`src/rtl/dsp_mul_pkg.sv`:
```
`default_nettype none
// ============================================================================
// Module   : dsp_mul_pkg
// Purpose  : Shared OPMODE encodings, sequencer state type and widths.
// Revision : 1.0
// ============================================================================
package dsp_mul_pkg;

    localparam int OPM_W  = 7;
    localparam int WORD_W = 17;

    localparam logic [OPM_W-1:0] OPM_IDLE    = 7'b000_0000;
    localparam logic [OPM_W-1:0] OPM_M       = 7'b000_0101;
    localparam logic [OPM_W-1:0] OPM_M_ACC   = 7'b010_0101;
    localparam logic [OPM_W-1:0] OPM_M_SHIFT = 7'b110_0101;
    localparam logic [OPM_W-1:0] OPM_SHIFT   = 7'b110_0000;

    typedef enum logic [1:0] {
        ST_IDLE  = 2'd0,
        ST_ISSUE = 2'd1,
        ST_DRAIN = 2'd2
    } seq_state_t;

endpackage
`default_nettype wire

```
`src/rtl/seq_delay_line.sv`:
```
`default_nettype none
// ============================================================================
// Module   : seq_delay_line
// Purpose  : Reset-clearable shift register; DEPTH=0 is a plain wire.
// Revision : 1.0
// ============================================================================
module seq_delay_line #(
    parameter int WIDTH = 1,
    parameter int DEPTH = 1
) (
    input  logic             clock_i,
    input  logic             rst_n_i,
    input  logic [WIDTH-1:0] data_i,
    output logic [WIDTH-1:0] data_o
);

    if (DEPTH == 0) begin : g_wire
        assign data_o = data_i;
    end else begin : g_shift
        logic [WIDTH-1:0] r_stage [DEPTH];

        always_ff @(posedge clock_i or negedge rst_n_i) begin
            if (!rst_n_i) begin
                for (int i = 0; i < DEPTH; i++) r_stage[i] <= '0;
            end else begin
                r_stage[0] <= data_i;
                for (int i = 1; i < DEPTH; i++) r_stage[i] <= r_stage[i-1];
            end
        end

        assign data_o = r_stage[DEPTH-1];
    end

endmodule
`default_nettype wire

```
`src/rtl/dsp_mul_sequencer.sv`:
```
`default_nettype none
// ============================================================================
// Module   : dsp_mul_sequencer
// Purpose  : Column-wise (product-scanning) schedule for one 17x17 DSP slice.
// Revision : 1.0
// ============================================================================
module dsp_mul_sequencer
    import dsp_mul_pkg::*;
#(
    parameter int WORD_COUNT = 4,
    parameter int ABREG      = 1,
    parameter int MREG       = 1
) (
    input  logic                            clock_i,
    input  logic                            rst_n_i,
    input  logic                            start_i,
    output logic                            ready_o,
    output logic [$clog2(WORD_COUNT)-1:0]   a_idx_o,
    output logic [$clog2(WORD_COUNT)-1:0]   b_idx_o,
    output logic [OPM_W-1:0]                opmode_o,
    output logic                            word_valid_o,
    output logic [$clog2(2*WORD_COUNT)-1:0] word_idx_o,
    output logic                            done_o
);

    localparam int IDX_W  = $clog2(WORD_COUNT);
    localparam int COL_W  = $clog2(2*WORD_COUNT);
    localparam int LAT    = ABREG + MREG;
    localparam int FLAG_W = COL_W + 2;

    localparam logic [COL_W-1:0] c_top_j     = COL_W'(WORD_COUNT - 1);
    localparam logic [COL_W-1:0] c_last_col  = COL_W'(2*WORD_COUNT - 2);
    localparam logic [COL_W-1:0] c_carry_idx = COL_W'(2*WORD_COUNT - 1);

    if (LAT < 1) begin : g_bad_latency
        $error("dsp_mul_sequencer: ABREG+MREG must be at least 1");
    end
    if (WORD_COUNT < 2 || WORD_COUNT > 16) begin : g_bad_word_count
        $error("dsp_mul_sequencer: WORD_COUNT must be in 2..16");
    end

    function automatic logic [IDX_W-1:0] j_lo(input logic [COL_W-1:0] col);
        return (col > c_top_j) ? IDX_W'(col - c_top_j) : '0;
    endfunction

    function automatic logic [IDX_W-1:0] j_hi(input logic [COL_W-1:0] col);
        return (col >= c_top_j) ? IDX_W'(c_top_j) : IDX_W'(col);
    endfunction

    seq_state_t        r_state;
    logic [COL_W-1:0]  r_col;
    logic [IDX_W-1:0]  r_j;
    logic              r_carry;
    logic [IDX_W-1:0]  r_a_idx;
    logic [IDX_W-1:0]  r_b_idx;
    logic [OPM_W-1:0]  r_opm_pre;
    logic [FLAG_W-1:0] r_flag_pre;

    logic              w_load;
    logic              w_carry;
    logic [COL_W-1:0]  w_col;
    logic [IDX_W-1:0]  w_j;
    logic [IDX_W-1:0]  w_b;
    logic [OPM_W-1:0]  w_opm;
    logic [FLAG_W-1:0] w_flag;
    logic [FLAG_W-1:0] w_flag_out;

    // Select the slot to present next cycle: first term of a new run, next
    // term of the current column, first term of the next column, or carry.
    always_comb begin
        w_load  = 1'b0;
        w_carry = 1'b0;
        w_col   = r_col;
        w_j     = r_j;
        case (r_state)
            ST_IDLE: begin
                if (start_i) begin
                    w_load = 1'b1;
                    w_col  = '0;
                    w_j    = '0;
                end
            end
            ST_ISSUE: begin
                if (!r_carry) begin
                    w_load = 1'b1;
                    if (r_j != j_hi(r_col)) begin
                        w_j = r_j + 1'b1;
                    end else if (r_col == c_last_col) begin
                        w_carry = 1'b1;
                    end else begin
                        w_col = r_col + 1'b1;
                        w_j   = j_lo(r_col + 1'b1);
                    end
                end
            end
            default: ;
        endcase
    end

    always_comb begin
        w_b = IDX_W'(w_col - COL_W'(w_j));
        if (w_carry) begin
            w_opm  = OPM_SHIFT;
            w_flag = {1'b1, c_carry_idx, 1'b1};
        end else begin
            if (w_j != j_lo(w_col))   w_opm = OPM_M_ACC;
            else if (w_col == '0)     w_opm = OPM_M;
            else                      w_opm = OPM_M_SHIFT;
            w_flag = {(w_j == j_hi(w_col)), w_col, 1'b0};
        end
    end

    always_ff @(posedge clock_i or negedge rst_n_i) begin
        if (!rst_n_i) begin
            r_state    <= ST_IDLE;
            r_col      <= '0;
            r_j        <= '0;
            r_carry    <= 1'b0;
            r_a_idx    <= '0;
            r_b_idx    <= '0;
            r_opm_pre  <= OPM_IDLE;
            r_flag_pre <= '0;
        end else begin
            if (w_load) begin
                r_col      <= w_col;
                r_j        <= w_j;
                r_carry    <= w_carry;
                r_a_idx    <= w_carry ? '0 : w_j;
                r_b_idx    <= w_carry ? '0 : w_b;
                r_opm_pre  <= w_opm;
                r_flag_pre <= w_flag;
            end else begin
                r_a_idx    <= '0;
                r_b_idx    <= '0;
                r_opm_pre  <= OPM_IDLE;
                r_flag_pre <= '0;
            end
            case (r_state)
                ST_IDLE:  if (start_i)    r_state <= ST_ISSUE;
                ST_ISSUE: if (r_carry)    r_state <= ST_DRAIN;
                ST_DRAIN: if (w_flag_out[0]) r_state <= ST_IDLE;
                default:                  r_state <= ST_IDLE;
            endcase
        end
    end

    // Opmode must reach the DSP one cycle before its product does.
    seq_delay_line #(.WIDTH(OPM_W), .DEPTH(LAT - 1)) u_opm_dly (
        .clock_i (clock_i),
        .rst_n_i (rst_n_i),
        .data_i  (r_opm_pre),
        .data_o  (opmode_o)
    );

    seq_delay_line #(.WIDTH(FLAG_W), .DEPTH(LAT + 1)) u_flag_dly (
        .clock_i (clock_i),
        .rst_n_i (rst_n_i),
        .data_i  (r_flag_pre),
        .data_o  (w_flag_out)
    );

    assign ready_o      = (r_state == ST_IDLE);
    assign a_idx_o      = r_a_idx;
    assign b_idx_o      = r_b_idx;
    assign word_valid_o = w_flag_out[FLAG_W-1];
    assign word_idx_o   = w_flag_out[FLAG_W-2:1];
    assign done_o       = w_flag_out[0];

endmodule
`default_nettype wire

```
`config.mk`:
```
export PLATFORM = sky130hd
export DESIGN_NAME = dsp_mul_sequencer
export DESIGN_NICKNAME = d
export VERILOG_FILES = /design/src/rtl/dsp_mul_pkg.sv /design/src/rtl/seq_delay_line.sv /design/src/rtl/dsp_mul_sequencer.sv
export SDC_FILE = /design/constraint.sdc
export NUM_CORES = 1
export LEC_CHECK = 0
export CAP_MARGIN = 20
export CELL_PAD_IN_SITES_DETAIL_PLACEMENT = 1
export CELL_PAD_IN_SITES_GLOBAL_PLACEMENT = 1
export CORE_MARGIN = 2
export CORE_UTILIZATION = 24
export DETAILED_ROUTE_END_ITERATION = 7
export HOLD_SLACK_MARGIN = 0.15
export PLACE_DENSITY = 0.47
export RECOVER_POWER = 50
export SLEW_MARGIN = 20
export SYNTH_ARGS = -nofsm -noshare
export SYNTH_HDL_FRONTEND = slang
export SYNTH_HIERARCHICAL = 1
export SYNTH_SLANG_ARGS = --single-unit
```
`constraint.sdc`:
```
create_clock -name clock_i -period 9.8 [get_ports clock_i]
set_clock_uncertainty 0.1 [all_clocks]
set_input_delay 1.47 -clock clock_i [delete_from_list [all_inputs] [get_ports clock_i]]
set_output_delay 1.47 -clock clock_i [all_outputs]
set_load 0.05 [all_outputs]
```
==> job_summary.md, run 1 <==
### Metrics collected by this job

| Metric | Value |
|---|---|
| Combinational Power | `0.00759 mW` |
| Simple share | `0.127` |
| Switching Fraction | `0.190` |
| Gr busiest metal | `met2` |
| Ratio of cells with drive above 1 in the final layout | `0.157` |
| Pwr per Cell Area | `154 nW/µm²` |
| Post-CTS sizing | `0` |
| Placed instance count | `266` |
| Tightest Hold Check Type | `reg2reg` |
| Failing checks | `capacitance limit, slew limit` |
| Gr ovfl total | `0` |
| Tot GR Track Use | `0.0960` |
| Crit-path cells | `ha_1, ha_1, or4b_4, o221ai_2, a21boi_2, or2_1, o21ai_0, inv_1, ha_1, and2b_2, and4_1, a221oi_1, xnor2_1, a221oi_2` |
| Number of global-route vias before repair | `1,292` |
| Worst reg2reg setup slack | `5.47 ns` |
| Ys Warns | `6` |
| Final Critical Period | `4.33 ns` |
| Worst stage delay on the critical path | `0.54 ns` |
| Count leader, synth | `dfrtp_1` |
| Die height | `92.2 µm` |
| Initial antenna violation count | `0` |
| WHS | `0.254 ns` |
| Clock root buffer | `clkbuf_8` |
| Critical Path Stages | `14` |
| Most numerous logic cell after layout | `dfrtp_1` |
| HP Start | `r_flag_pre[4]` |
| Mapped Area | `1870 µm²` |
| Status | `finished with violations` |
| Most frequent CP cell | `ha_1` |
| Largest cells by area after synthesis | `dfrtp_1 (56%), ha_1 (4.0%), buf_4 (2.4%)` |
| GR Util met2 | `0.165` |
| Final setup TNS | `0 ns` |
| Largest logic family | `AND-OR/OR-AND gates` |
| Post-synthesis register bit count | `42` |
| Reg2reg end | `r_opm_pre[6]` |
| Remaining DRCs | `0` |
| Commonest cells in the netlist | `dfrtp_1 (42), nand2_1 (12), nor2_1 (11)` |
| Maxcap violations | `1` |
| Mux area share | `0.00804` |
| Gp weighted congestion | `0.828` |
| Final Max Slew Viols | `43` |
| Clock Tree Buf Depth | `2` |
| P_seq | `0.174 mW` |
==> run 1: layout make-up <==
class / count / area [µm²]
Inverter: 11 / 46.3
Multi-Input combinational cell: 92 / 673
Fill cell: 850 / 5430
Sequential cell: 42 / 1050
Clock inverter: 3 / 68.8
Timing Repair Buffer: 19 / 184
Tap cell: 102 / 128
Clock buffer: 5 / 68.8
==> run 1: registers in the layout, indices dropped and copies added (netlist names) <==
register                    cells
r_carry                         1
r_j                             2
a_idx_o                         2
b_idx_o                         2
r_col                           3
r_state                         2
u_opm_dly/data_o                7
u_flag_dly/data_o               5
r_flag_pre                      5
u_flag_dly/g_shift.r_stage     10
r_opm_pre                       3
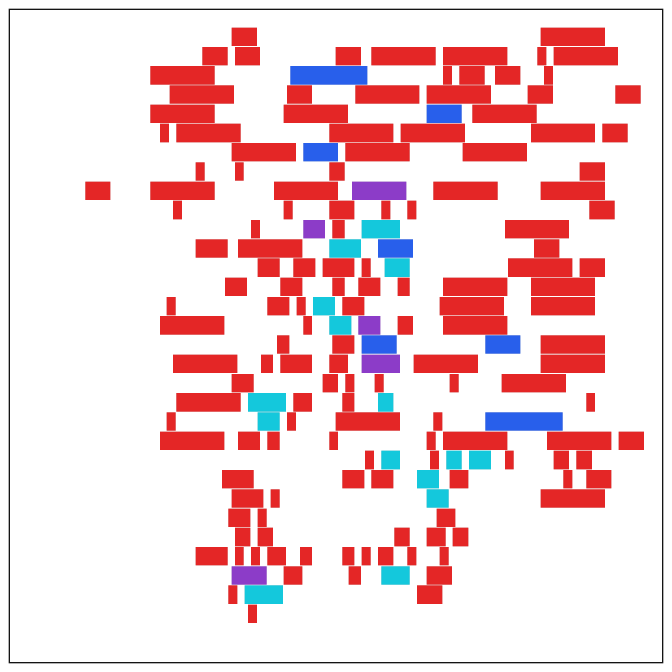
(run_1/sizing.png)
cyan -> x2  # cells 15, share 8.7%, most used a21o_2
blue -> x6 and larger  # cells 7, share 4.1%, most used clkbuf_8
purple -> x3 and x4  # cells 5, share 2.9%, most used clkinv_4
red -> x1 and smaller  # cells 145, share 84%, most used dfrtp_1
bufs w/o clock: 19
area grow syn2layout: 18.9%
final setup margin: 5.47 ns
fin area: 2220 µm²

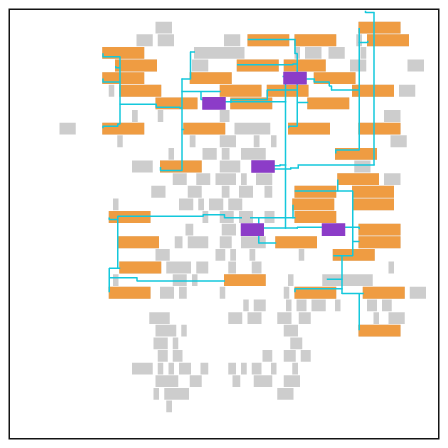
(run_1/clock_wires.png)
orange -> flip-flops  # count 42
purple -> clock-net drivers  # count 5
cyan -> clock wires  # length 508 µm
routed clock nets = 6
clock power share: 0.470
Clk power: 0.161 mW
clock insertion delay at the later pin of the skew report: 0.29 ns

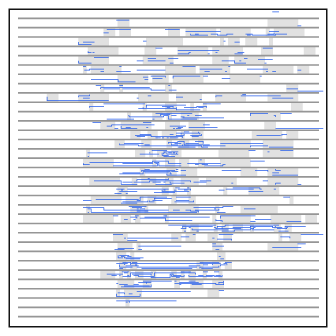
(run_1/m1.png)
Supply wires on this layer in grey. Cells faint in the background.
longest straight run = 30.8 µm
share of all routed wire = 45%
nets with wire on the layer = 157
main direction = horizontal
wire length on this layer = 1,700 µm
GR met1 Demand/Resource: 0.118
routed vias: 1,164
DRT Wirelength: 3.73 mm

==> run 2, diff against run 1 <==
--- a/config.mk
+++ b/config.mk
@@ -12,7 +12,7 @@
 export CORE_UTILIZATION = 24
 export DETAILED_ROUTE_END_ITERATION = 7
 export HOLD_SLACK_MARGIN = 0.15
-export PLACE_DENSITY = 0.47
+export PLACE_DENSITY = 0.49
 export RECOVER_POWER = 50
 export SLEW_MARGIN = 20
 export SYNTH_ARGS = -nofsm -noshare
==> constraint.sdc (replaced) <==
create_clock -name clock_i -period 3.5 [get_ports clock_i]
set_clock_uncertainty 0.1 [all_clocks]
set_input_delay 0.525 -clock clock_i [delete_from_list [all_inputs] [get_ports clock_i]]
set_output_delay 0.525 -clock clock_i [all_outputs]
set_load 0.05 [all_outputs]
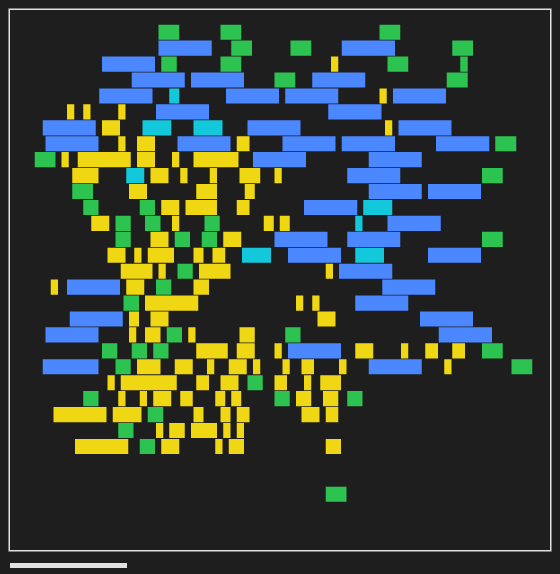
(run_2/class_map.png)
Bar = 20 µm.
yellow -> remaining logic cells  # cells 103, share of their area 34%
blue -> sequential cells  # cells 42, share of their area 46%
cyan -> clock drivers and dummy loads  # cells 8, share of their area 3.7%
green -> remaining buffers and delay cells  # cells 44, share of their area 16%
fin area: 2430 µm²
area of the core: 7650 µm²
sequential portion of the cell area: 0.433
num rows: 32
final core occ: 0.318

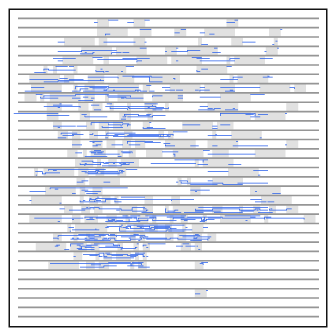
(run_2/m1.png)
Supply wires on this layer in grey. Cells faint in the background.
share of all routed wire = 45%
longest straight run = 26.7 µm
DRT Wirelength: 4.03 mm
routed vias: 1,263

==> job_summary.md, run 2 <==
### Metrics collected by this job

| Metric | Value |
|---|---|
| Clock power share | `0.371 (-0.099)` |
| WHS | `0.247 ns (-0.00653 ns)` |
| Largest cells by area after synthesis | `dfrtp_1 (56%), ha_1 (4.0%), buf_4 (2.4%)` |
| Worst stage delay on the critical path | `0.49 ns (-0.05 ns)` |
| Most numerous logic cell after layout | `dfrtp_1` |
| Maxcap violations | `1 (unchanged)` |
| Status | `finished with violations` |
| Critical Path Stages | `13 (-1)` |
| Final setup margin | `-0.0779 ns (-5.55 ns)` |
| Switching Fraction | `0.219 (+0.0291)` |
| Mapped Area | `1870 µm² (unchanged)` |
| Tot GR Track Use | `0.106 (+0.00975)` |
| Die height | `92.2 µm (unchanged)` |
| Gp weighted congestion | `0.774 (-6.5%)` |
| Setup-failing EPs final | `2` |
| Commonest cells in the netlist | `dfrtp_1 (42), nand2_1 (12), nor2_1 (11)` |
| Placed instance count | `284 (+6.8%)` |
| Simple share | `0.127 (unchanged)` |
| Count leader, synth | `dfrtp_1` |
| Failing checks | `capacitance limit, slew limit, setup timing` |
| Final Max Slew Viols | `43 (unchanged)` |
| Mux area share | `0.00804 (unchanged)` |
| Clock insertion delay at the later pin of the skew report | `0.29 ns (about the same)` |
run 2: cell counts after synthesis:
No cell type changed its count.
run 2: cell type report:
type,count,area (µm²),share of cell area
clock buffers,6,72.6,0.0299
repair buffers,44,372,0.153
clock inverters,2,13.8,0.00566
inverters,11,46.3,0.0190
well taps,102,128,0.0525
multi-input cells,92,747,0.307
flip-flops and latches,42,1050,0.433
run 2: routing by layer:
metal / GRT usage / wire length, µm / vias to the layer above
met5: 0 / 0 / -
li1: - / - / 602
met4: 0.0311 / 48 / 0
met1: 0.133 / 1800 / 640
met3: 0.0304 / 116 / 4
met2: 0.176 / 2070 / 17
==> run 3, diff against run 2 <==
--- a/config.mk
+++ b/config.mk
@@ -10,11 +10,12 @@
 export CELL_PAD_IN_SITES_GLOBAL_PLACEMENT = 1
 export CORE_MARGIN = 2
 export CORE_UTILIZATION = 24
+export CTS_CLUSTER_DIAMETER = 150
 export DETAILED_ROUTE_END_ITERATION = 7
+export GPL_TIMING_DRIVEN = 0
 export HOLD_SLACK_MARGIN = 0.15
 export PLACE_DENSITY = 0.49
 export RECOVER_POWER = 50
-export SLEW_MARGIN = 20
 export SYNTH_ARGS = -nofsm -noshare
 export SYNTH_HDL_FRONTEND = slang
 export SYNTH_HIERARCHICAL = 1
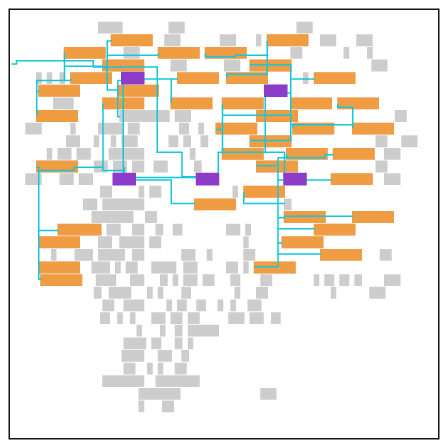
(run_3/clock_wires.png)
Clk power: 0.385 mW
clock power share: 0.431

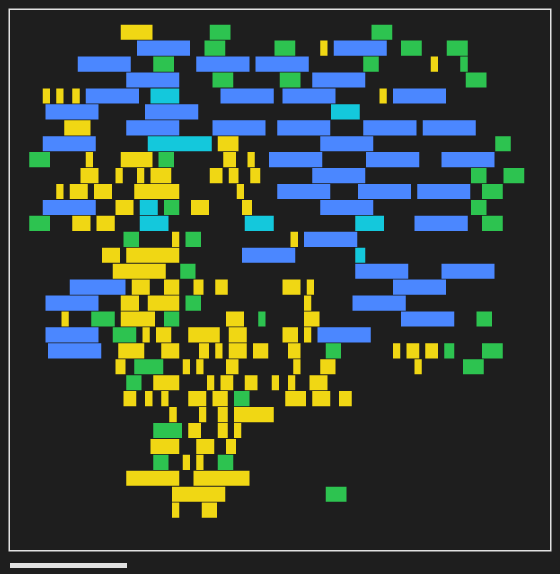
(run_3/class_map.png)
Bar = 20 µm.
sequential portion of the cell area: 0.426
final core occ: 0.323
fin area: 2470 µm²

==> job_summary.md, run 3 <==
### Metrics collected by this job

| Metric | Value |
|---|---|
| Clkbuf count | `5 (-1)` |
| Clock-cell share | `0.0456 (+0.0101)` |
| FF/Latch Area | `1050 µm² (unchanged)` |
| Final Max Slew Viols | `43 (unchanged)` |
| WHS | `0.253 ns (+0.00541 ns)` |
| Switching Fraction | `0.211 (-0.00783)` |
| Non-CTS inverters | `11 (unchanged)` |
| Largest cells by area after synthesis | `dfrtp_1 (56%), ha_1 (4.0%), buf_4 (2.4%)` |
| Gp weighted congestion | `0.734 (-5.2%)` |
| Area of the core | `7650 µm² (unchanged)` |
| FFs & Latches | `42 (unchanged)` |
| Commonest cells in the netlist | `dfrtp_1 (42), nand2_1 (12), nor2_1 (11)` |
| Num rows | `32 (unchanged)` |
| Logic Gate Count | `92 (unchanged)` |
| Die height | `92.2 µm (unchanged)` |
| Hold Crit Depth | `0` |
| Maxcap violations | `1 (unchanged)` |
| Setup-failing EPs final | `2 (unchanged)` |
| Post-synthesis register bit count | `42` |
| Failing checks | `capacitance limit, slew limit, setup timing` |
| TAP cells | `102 (unchanged)` |
| Placed instance count | `278 (-2.1%)` |
| Status | `finished with violations` |
| Simple share | `0.127 (unchanged)` |
| Final setup margin | `-0.349 ns (-0.271 ns)` |
| Mux area share | `0.00804 (unchanged)` |
| Worst stage delay on the critical path | `0.49 ns (about the same)` |
| Max-area cell class | `sequential cells` |
| Bufs w/o clock | `42 (-4.5%)` |
| Tot GR Track Use | `0.105 (-0.00108)` |
[run 3: what timing repair did]
action | CTS | global route
pin swaps | 3 | 2
hold buffers | 0 | 0
endpoints found under the hold margin | 0 | 0
setup buffers | 8 | 3
setup endpoints to repair | 2 | 2
resized | 4 | 2
[run 3: critical path: cells and delay by family (launching register included)]
kind / cells / cell delay, ns
and+or+nand+nor: 4 / 1.17
AOI/OAI and AO/OA: 4 / 0.86
buffers and inverters: 1 / 0.14
xor gates and xnor gates: 1 / 0.14
adders and majority gates: 3 / 0.55
DFF: 1 / 0.43
muxes: 1 / 0.34
[run 3: routing by layer]
layer  track usage  wire [µm]
met5             0          0
met4        0.0336         53
met3        0.0263        118
met2         0.186       2170
met1         0.124       1820

==> gallery <==
Clock routing.
image #1
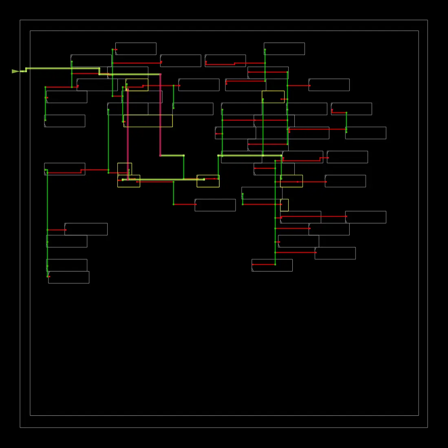
image #2
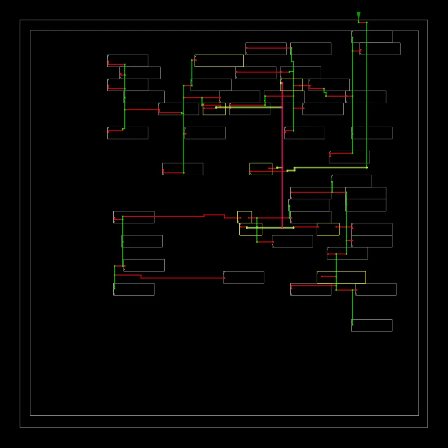
Image #1 is run 3.
Image #2 is run 1.

Power is estimated from default activity; no workload was simulated.
